### config.mk
export PLATFORM = sky130hd
export DESIGN_NAME = fetch_unit
export DESIGN_NICKNAME = d
export VERILOG_FILES = /design/src/rtl/fetch_unit.sv
export SDC_FILE = /design/constraint.sdc
export NUM_CORES = 1
export LEC_CHECK = 0
export ABC_CLOCK_PERIOD_IN_PS = 10500
export CORE_MARGIN = 2
export CORE_UTILIZATION = 54
export CTS_CLUSTER_DIAMETER = 100
export CTS_CLUSTER_SIZE = 28
export DETAILED_ROUTE_END_ITERATION = 8
export PLACE_DENSITY = 0.85
export SKIP_LAST_GASP = 1
export SLEW_MARGIN = 20
export SYNTH_ARGS = -nofsm -noshare
export SYNTH_HDL_FRONTEND = slang
export SYNTH_SLANG_ARGS = --single-unit
### constraint.sdc
create_clock -name clk -period 10.5 [get_ports clk]
set_input_delay 3.15 -clock clk [delete_from_list [all_inputs] [get_ports clk]]
set_output_delay 3.15 -clock clk [all_outputs]
set_load 0.01 [all_outputs]
### src/rtl/fetch_unit.sv
// Instruction fetch stage: PC generation, imem req/ack handshake and a one-entry skid buffer.
// Optional trace output is enabled by defining FETCH_TRACE_EN.
module fetch_unit #(
    parameter logic [31:0] RESET_PC = 32'h8002_0000,
    parameter int unsigned PC_STEP  = 4
) (
    input  logic        clk,
    input  logic        reset,
    output logic        imem_req,
    output logic [31:0] imem_addr,
    input  logic [31:0] imem_rdata,
    input  logic        imem_ack,
    input  logic        stall,
    input  logic        redirect,
    input  logic [0:31] redirect_pc,
    output logic [0:31] pc,
    output logic [0:31] insn,
    output logic        valid_insn,
    output logic [31:0] insn_count
);
    localparam int unsigned XLEN = 32;

    typedef enum logic [1:0] {
        IDLE,
        BUSY,
        FULL
    } state_t;

    state_t          state, state_n;
    logic [XLEN-1:0] fetch_pc, fetch_pc_n;
    logic            drop, drop_n;
    logic            skid_valid, skid_valid_n;
    logic [XLEN-1:0] skid_pc, skid_pc_n;
    logic [XLEN-1:0] skid_insn, skid_insn_n;
    logic [0:XLEN-1] pc_n, insn_n;
    logic            valid_n;
    logic [XLEN-1:0] count_n;
    logic            req_n;
    logic            consume;
    logic            slot_free;

    // The address register doubles as the fetch pointer.
    assign imem_addr = fetch_pc;

    // Next-state, datapath and registered-output computation.
    always_comb begin
        state_n      = state;
        fetch_pc_n   = fetch_pc;
        drop_n       = drop;
        skid_valid_n = skid_valid;
        skid_pc_n    = skid_pc;
        skid_insn_n  = skid_insn;
        pc_n         = pc;
        insn_n       = insn;
        consume      = valid_insn && !stall && !redirect;
        slot_free    = !valid_insn || consume;
        valid_n      = valid_insn && !consume;
        count_n      = insn_count + XLEN'(consume);

        if (redirect) begin
            valid_n      = 1'b0;
            skid_valid_n = 1'b0;
            fetch_pc_n   = {redirect_pc[0:XLEN-3], 2'b00};
            // An unanswered request cannot be retracted, so its response is dropped later.
            if (state == BUSY && !imem_ack) begin
                state_n = BUSY;
                drop_n  = 1'b1;
            end else begin
                state_n = IDLE;
                drop_n  = 1'b0;
            end
        end else begin
            case (state)
                IDLE: begin
                    if (!skid_valid) begin
                        state_n = BUSY;
                    end
                end
                BUSY: begin
                    if (imem_ack) begin
                        if (drop) begin
                            drop_n = 1'b0;
                        end else begin
                            fetch_pc_n = fetch_pc + XLEN'(PC_STEP);
                            if (slot_free) begin
                                pc_n    = fetch_pc;
                                insn_n  = imem_rdata;
                                valid_n = 1'b1;
                            end else begin
                                skid_valid_n = 1'b1;
                                skid_pc_n    = fetch_pc;
                                skid_insn_n  = imem_rdata;
                                state_n      = FULL;
                            end
                        end
                    end
                end
                FULL: begin
                    if (slot_free) begin
                        pc_n         = skid_pc;
                        insn_n       = skid_insn;
                        valid_n      = 1'b1;
                        skid_valid_n = 1'b0;
                        state_n      = BUSY;
                    end
                end
                default: begin
                    state_n = IDLE;
                end
            endcase
        end

        req_n = (state_n == BUSY);
    end

    always_ff @(posedge clk) begin
        if (reset) begin
            state      <= IDLE;
            fetch_pc   <= RESET_PC;
            drop       <= 1'b0;
            skid_valid <= 1'b0;
            skid_pc    <= '0;
            skid_insn  <= '0;
            pc         <= RESET_PC;
            insn       <= '0;
            valid_insn <= 1'b0;
            insn_count <= '0;
            imem_req   <= 1'b0;
        end else begin
            state      <= state_n;
            fetch_pc   <= fetch_pc_n;
            drop       <= drop_n;
            skid_valid <= skid_valid_n;
            skid_pc    <= skid_pc_n;
            skid_insn  <= skid_insn_n;
            pc         <= pc_n;
            insn       <= insn_n;
            valid_insn <= valid_n;
            insn_count <= count_n;
            imem_req   <= req_n;
        end
    end

`ifdef FETCH_TRACE_EN
    always_ff @(posedge clk) begin
        if (!reset) begin
            if (consume) begin
                $display("PC: %h Instruction: %h", pc, insn);
            end
            if (redirect) begin
                $display("redirect -> %h", redirect_pc);
            end
        end
    end
`endif

endmodule
==> run_1/m3.png <==
Bar = 50 um.
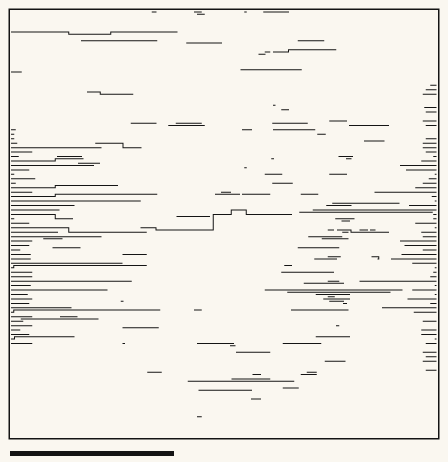
main direction = horizontal
nets with wire on the layer = 163
longest straight run = 44.6 um
wire length on this layer = 1860 um

==> run_1/placed.png <==
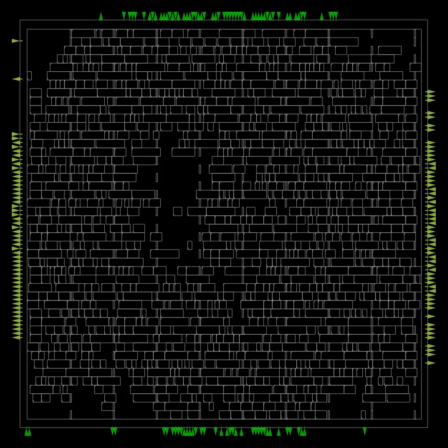
Core Area: 15830 um^2
TAP cells: 216

==> reports/metrics.cfg, run 1 <==
[status]
status=complete, no violations

[grt]
track_usage_pct=27.73
grt_pass1_vias=7591
grt_max_degree=108
gr-total-overflow=0
grt_pass1_wl_mm=37.92

[drt]
ant_nets=0
drt_drc_violations_left=0
wire_per_inst_um=17.45
drt_pass1_iterations=6

[setup_path]
critPathLaunchType=primary input
r2r_setup_slack_ps=7580
cp_max_fo=47
critPathArrivalTime_ps=5710

[min_path]
hold_class=reg2reg

[synth]
common_cells=dfxtp_1 (192), nand2_1 (148), a21oi_1 (144)
ys.flops=192
yosys_area_um2=8683
yosys_warnings=0
flop_cell=dfxtp_1
synth_top_area_share_pct=44.27
ys_cells=1015
post_synth_num_cell_types=57
synth_cells=1015
area_leaders=dfxtp_1 (44%), a21oi_1 (8.3%), mux2i_1 (7.3%), a211oi_1 (6.7%), nand2_1 (6.4%)
edf_count=0

[power]
comb_power_share_pct=9.9
p_leak_nw=3.600
p_sw_uw=387.7
powerDensity_nw_per_um2=144.5
p_int_mw=1.233
power_leader=sequential cells
seq-power_uw=774

[sta]
fin_crit_ps=5378
finalClockPeriodUsage_pct=51.22
finalMaxSlewViolations=0
fin_ws_ps=5122
setup_tns_ps=0
hold_violations=0
slew_headroom_pct=28.54

[run]
drv_cap=0

[place]
gp_congestion=0.8347
dp_slack_ps=4663
dpl.hpwl_mm=14.89

[die]
die_x_um=130.8
fp-row-count=46

[cts]
htreeDepth=4
clockBufferDepth=2
clk_pin_slew_ps=70
clock_latency_ps=440
cts_sinks=192
cts_resized=0

[final_layout]
n_antenna_cell=0
postLayoutCoreUtil_pct=70.85
final_cells=1369

==> run_1/util_map.png <==
13 x 13 tiles, from white (low) to dark blue (high), 0 to 100% covered.
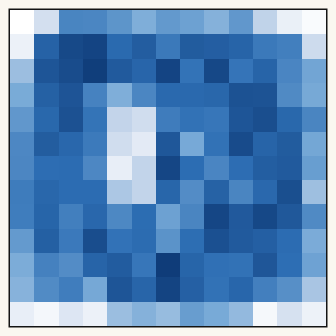
tiles over 75% full = 44%
nearly empty tiles = 0.60%
mean over tiles = 64%
fullest tile = 95%

==> run_1/class_map.png <==
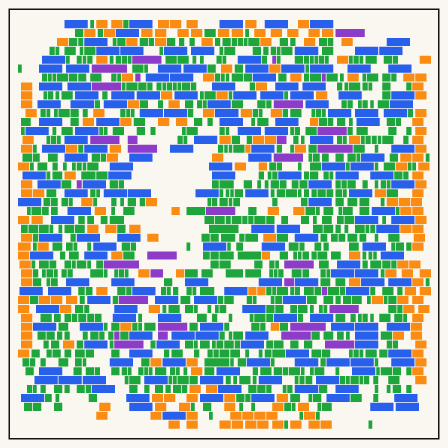
remaining logic cells -> green  # cells 728
clock drivers and dummy loads -> purple  # cells 32
remaining buffers and delay cells -> orange  # cells 201
registers -> blue  # cells 192

[run 1: critical path, cell delays in order]
cell     delay (ps)
buf_2           380
nor3b_1         450
ha_1            260
ha_1            320
nand2_1         350
nor4_1          410
mux2_2          380
[run 1: cell families (layout without fill, tap and decap cells)]
family / count (synthesis) / after routing / share of synthesized area, %
muxes: 65 / 65 / 7.522
other: 1 / 4 / 0.04319
adders and majority gates: 7 / 7 / 1.009
xor gates and xnor gates: 21 / 21 / 2.118
AOI/OAI and AO/OA: 283 / 283 / 20.45
buffers and inverters: 117 / 252 / 5.504
and+or+nand+nor: 329 / 329 / 19.09
DFF: 192 / 192 / 44.27
[run 1: sequential cells by signal (all words and copies together) (netlist names)]
| register | count |
|---|---|
| insn | 32 |
| insn_count | 32 |
| skid_insn | 32 |
| imem_addr | 30 |
| pc | 30 |
| skid_pc | 30 |
| state | 2 |
| drop | 1 |
| imem_req | 1 |
| skid_valid | 1 |
| valid_insn | 1 |
[run 1: cell type report]
| cell class | instances | area share, % |
|---|---|---|
| clock buffer | 19 | 3.860 |
| clock inverter | 13 | 1.662 |
| inverter | 19 | 0.6359 |
| multi-input combinational | 709 | 39.42 |
| sequential | 192 | 34.27 |
| tap | 216 | 2.410 |
| timing repair buffer | 201 | 17.74 |
[run 1: final timing paths]
path / depth (start not counted) / to / from
worst max register to register: 6 / imem_addr[14] / state[1]
worst min-delay path: 2 / skid_insn[2] / skid_insn[2]
worst max-delay path: 7 / insn_count[30] / redirect
worst min register to register: 2 / skid_insn[2] / skid_insn[2]
[run 1: metal layers]
| metal | wire [um] | global-route usage [%] |
|---|---|---|
| met1 | 9921 | 34.66 |
| met2 | 11630 | 46.54 |
| met5 | 0 | 0 |
| met3 | 1860 | 7.166 |
| met4 | 476 | 9.825 |
==> run_1/ff_map.png <==
Bar = 50 um. Other sequential cells in the stronger grey, the rest of the logic in the fainter grey.
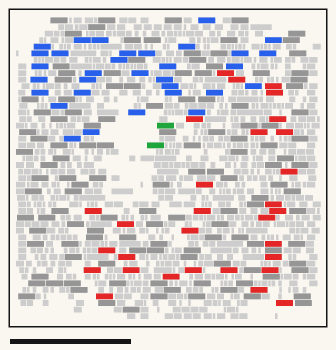

==> run 2: changes to the inputs <==
--- a/config.mk
+++ b/config.mk
@@ -5,13 +5,13 @@
 export SDC_FILE = /design/constraint.sdc
 export NUM_CORES = 1
 export LEC_CHECK = 0
-export ABC_CLOCK_PERIOD_IN_PS = 10500
+export ABC_CLOCK_PERIOD_IN_PS = 5400
 export CORE_MARGIN = 2
-export CORE_UTILIZATION = 54
+export CORE_UTILIZATION = 51
 export CTS_CLUSTER_DIAMETER = 100
 export CTS_CLUSTER_SIZE = 28
 export DETAILED_ROUTE_END_ITERATION = 8
-export PLACE_DENSITY = 0.85
+export PLACE_DENSITY = 0.81
 export SKIP_LAST_GASP = 1
 export SLEW_MARGIN = 20
 export SYNTH_ARGS = -nofsm -noshare
==> constraint.sdc (replaced) <==
create_clock -name clk -period 5.4 [get_ports clk]
set_input_delay 1.62 -clock clk [delete_from_list [all_inputs] [get_ports clk]]
set_output_delay 1.62 -clock clk [all_outputs]
set_load 0.01 [all_outputs]
==> run_2/ff_map.png <==
Bar = 50 um. Other sequential cells in the stronger grey, the rest of the logic in the fainter grey.
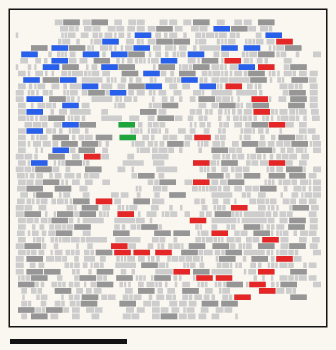
state -> green  # flops 2
skid_pc -> red  # flops 30
skid_insn -> blue  # flops 32
not coloured = 128

==> reports/metrics.cfg, run 2 <==
[synth]
yosys.area_share.simple_pct=19.09  ; unchanged
yosys_warnings=0  ; unchanged
ys.flops=192  ; unchanged
common_cells=dfxtp_1 (192), nand2_1 (148), a21oi_1 (144)  ; unchanged
ys_seq_share_pct=44.27  ; unchanged
adder_share_pct=1.009  ; unchanged
yosys.area_share.aoi_pct=20.45  ; unchanged
logic_family=AND-OR/OR-AND gates  ; unchanged
mux_area_share_pct=7.522  ; unchanged
ys_sh_xor_pct=2.118  ; unchanged
flop_cell=dfxtp_1  ; unchanged
ys_cells=1015  ; unchanged
yosysMostFrequentCell=dfxtp_1  ; unchanged
synth_top_area_share_pct=44.27  ; unchanged
synth_cells=1015  ; unchanged
post_synth_num_cell_types=57  ; unchanged
edf_count=0  ; unchanged
area_leaders=dfxtp_1 (44%), a21oi_1 (8.3%), mux2i_1 (7.3%), a211oi_1 (6.7%), nand2_1 (6.4%)  ; unchanged
yosys_area_um2=8683  ; unchanged

[status]
status=complete, no violations  ; unchanged

[die]
tap_cells=220  ; was 216
core_um2=16640  ; was 15830 um^2
die_x_um=134.5  ; was 130.8 um
fp-row-count=47  ; was 46
io-pin-count=199  ; unchanged
die-area_um2=18090  ; was 17110 um^2

[drt]
drt_iter0_drc=621  ; was 762
drt_drc_violations_left=0  ; unchanged
ant_nets=0  ; unchanged
dr_total_vias=7988  ; was 8090
wire_per_inst_um=16.81  ; was 17.45 um
drt_pass1_iterations=5  ; was 6

[sta]
slew_headroom_pct=33.38  ; was 28.54%
finalMaxSlewViolations=0  ; unchanged
fin_crit_ps=3807
skew_ps=11.55  ; was 9.464 ps
setup_tns_ps=0  ; unchanged
rsz0062_at_grt=no  ; unchanged
finalClockPeriodUsage_pct=70.49
hold_violations=0  ; unchanged

[place]
gp_congestion=0.7855  ; was 0.8347
dpl.hpwl_mm=14.74  ; was 14.89 mm

[cts]
cts_sinks=192  ; unchanged
cts_tree=done  ; unchanged
cts_resized=0  ; unchanged
clock_latency_ps=430  ; was 440 ps
htreeDepth=4  ; unchanged
clockBufferDepth=2  ; unchanged
clk_pin_slew_ps=70  ; about the same

[setup_path]
r2r_setup_slack_ps=2530  ; was 7580 ps
critPathArrivalTime_ps=4120  ; was 5710 ps
critPathMaxStageDelay_ps=440  ; was 450 ps
r2r-end=skid_pc[28]  ; was imem_addr[14]
timing.critical_path.buf_inv=1  ; unchanged
path_cells=buf_2, nor3b_1, ha_1, ha_1, nand2_1, nor4_1, mux2_2  ; unchanged
cp_common_cell=ha_1  ; unchanged
r2r_start=state[0]  ; was state[1]
path_delay_family=simple AND/OR/NAND/NOR gates  ; unchanged
critPathLaunchType=primary input  ; unchanged
slowest_stage=nor3b_1  ; unchanged
r2r_cells=6  ; unchanged
cp_max_fo=47  ; unchanged

[grt]
grt_pass1_vias=7323  ; was 7591
grt_pass1_wl_mm=37.01  ; was 37.92 mm
grt_max_degree=124  ; was 108
gr-total-overflow=0  ; unchanged
grt_antenna_before_repair=0  ; unchanged
track_usage_pct=25.14  ; was 27.73%

[final_layout]
final_cells=1376  ; was 1369
reg_top3=insn: 32 flops, insn_count: 32 flops, skid_insn: 32 flops  ; unchanged
n_clock_buffer=21  ; was 19
buffers=204  ; was 201
inv_count=19  ; unchanged
buffer_area_share_pct=17.86  ; was 17.74%
n_antenna_cell=0  ; unchanged
clock_tree_area_fraction_pct=5.598  ; was 5.523%
nMultiInputCombCells=709  ; unchanged
lay_top_count=dfxtp_1  ; unchanged
sh_seq_area_pct=34.19  ; was 34.27%
seq_cells=192  ; unchanged
largest_cell_class=combinational gates  ; unchanged
area_growth_pct=29.47  ; was 29.15%
comb_share_pct=39.27  ; was 39.42%

[min_path]
hold_depth=2  ; unchanged
min_from=skid_insn[28]  ; was skid_insn[2]
hold_class=reg2reg  ; unchanged
whs_endpoint=skid_insn[28]  ; was skid_insn[2]

[run]
drv_cap=0  ; unchanged

[power]
powerDensity_nw_per_um2=279.6  ; was 144.5 nW/um^2
p_leak_nw=3.617  ; was 3.600 nW

[run 2: through the flow]
step / setup slack, ps / area, um^2 / util, % / hold slack [ps] / total power, mW
global route: 1450 / 11240 / 67.55 / 472.1 / 3.254
CTS: 1605 / 11240 / 67.55 / 456.0 / 3.170
finish: 1593 / 11240 / 67.55 / 453.8 / 3.143
detailed placement: 1168 / 10610 / 63.77 / 446.3 / 1.848
floorplan: 1361 / 8695 / - / 436.0 / 1.678
global placement: 1176 / 10610 / 63.77 / 440.9 / 1.842
[run 2: power by group]
| part | internal [mW] | switching (mW) |
|---|---|---|
| logic | 0.161 | 0.149 |
| registers | 1.46 | 0.0496 |
| clock network | 0.784 | 0.543 |
| total | 2.40 | 0.741 |
[run 2: worst max path at each step]
stage,startpoint,endpoint,slack [ps],depth (start not counted)
floorplan,redirect,insn_count[30],1360,11
global placement,stall,insn_count[30],1180,7
detailed placement,stall,insn_count[30],1170,7
CTS,stall,insn_count[30],1600,7
global route,redirect,insn_count[30],1450,7
finish,redirect,insn_count[30],1590,7
[run 2: worst reg2reg max path: cells and delay by family (launching register included)]
family	cells	cell delay (ps)
and+or+nand+nor	3	1380
adders and majority gates	1	450
DFF	1	420
buffers and inverters	1	390
AOI/OAI and AO/OA	1	70
[run 2: routing by layer]
metal | GRT usage [%] | vias to the layer above | share of wire, %
met5 | 0 | - | 0
met4 | 8.421 | 0 | 1.6
met3 | 5.818 | 24 | 6.6
met2 | 40.39 | 260 | 47
met1 | 33.49 | 3779 | 45
li1 | - | 3925 | -
[run 2: cells by family after synthesis]
group,after synthesis
AOI/OAI and AO/OA,283
xor gates and xnor gates,21
adders and majority gates,7
buffers and inverters,117
DFF,192
muxes,65
other,1
and+or+nand+nor,329
Power and IR drop assume default switching activity.
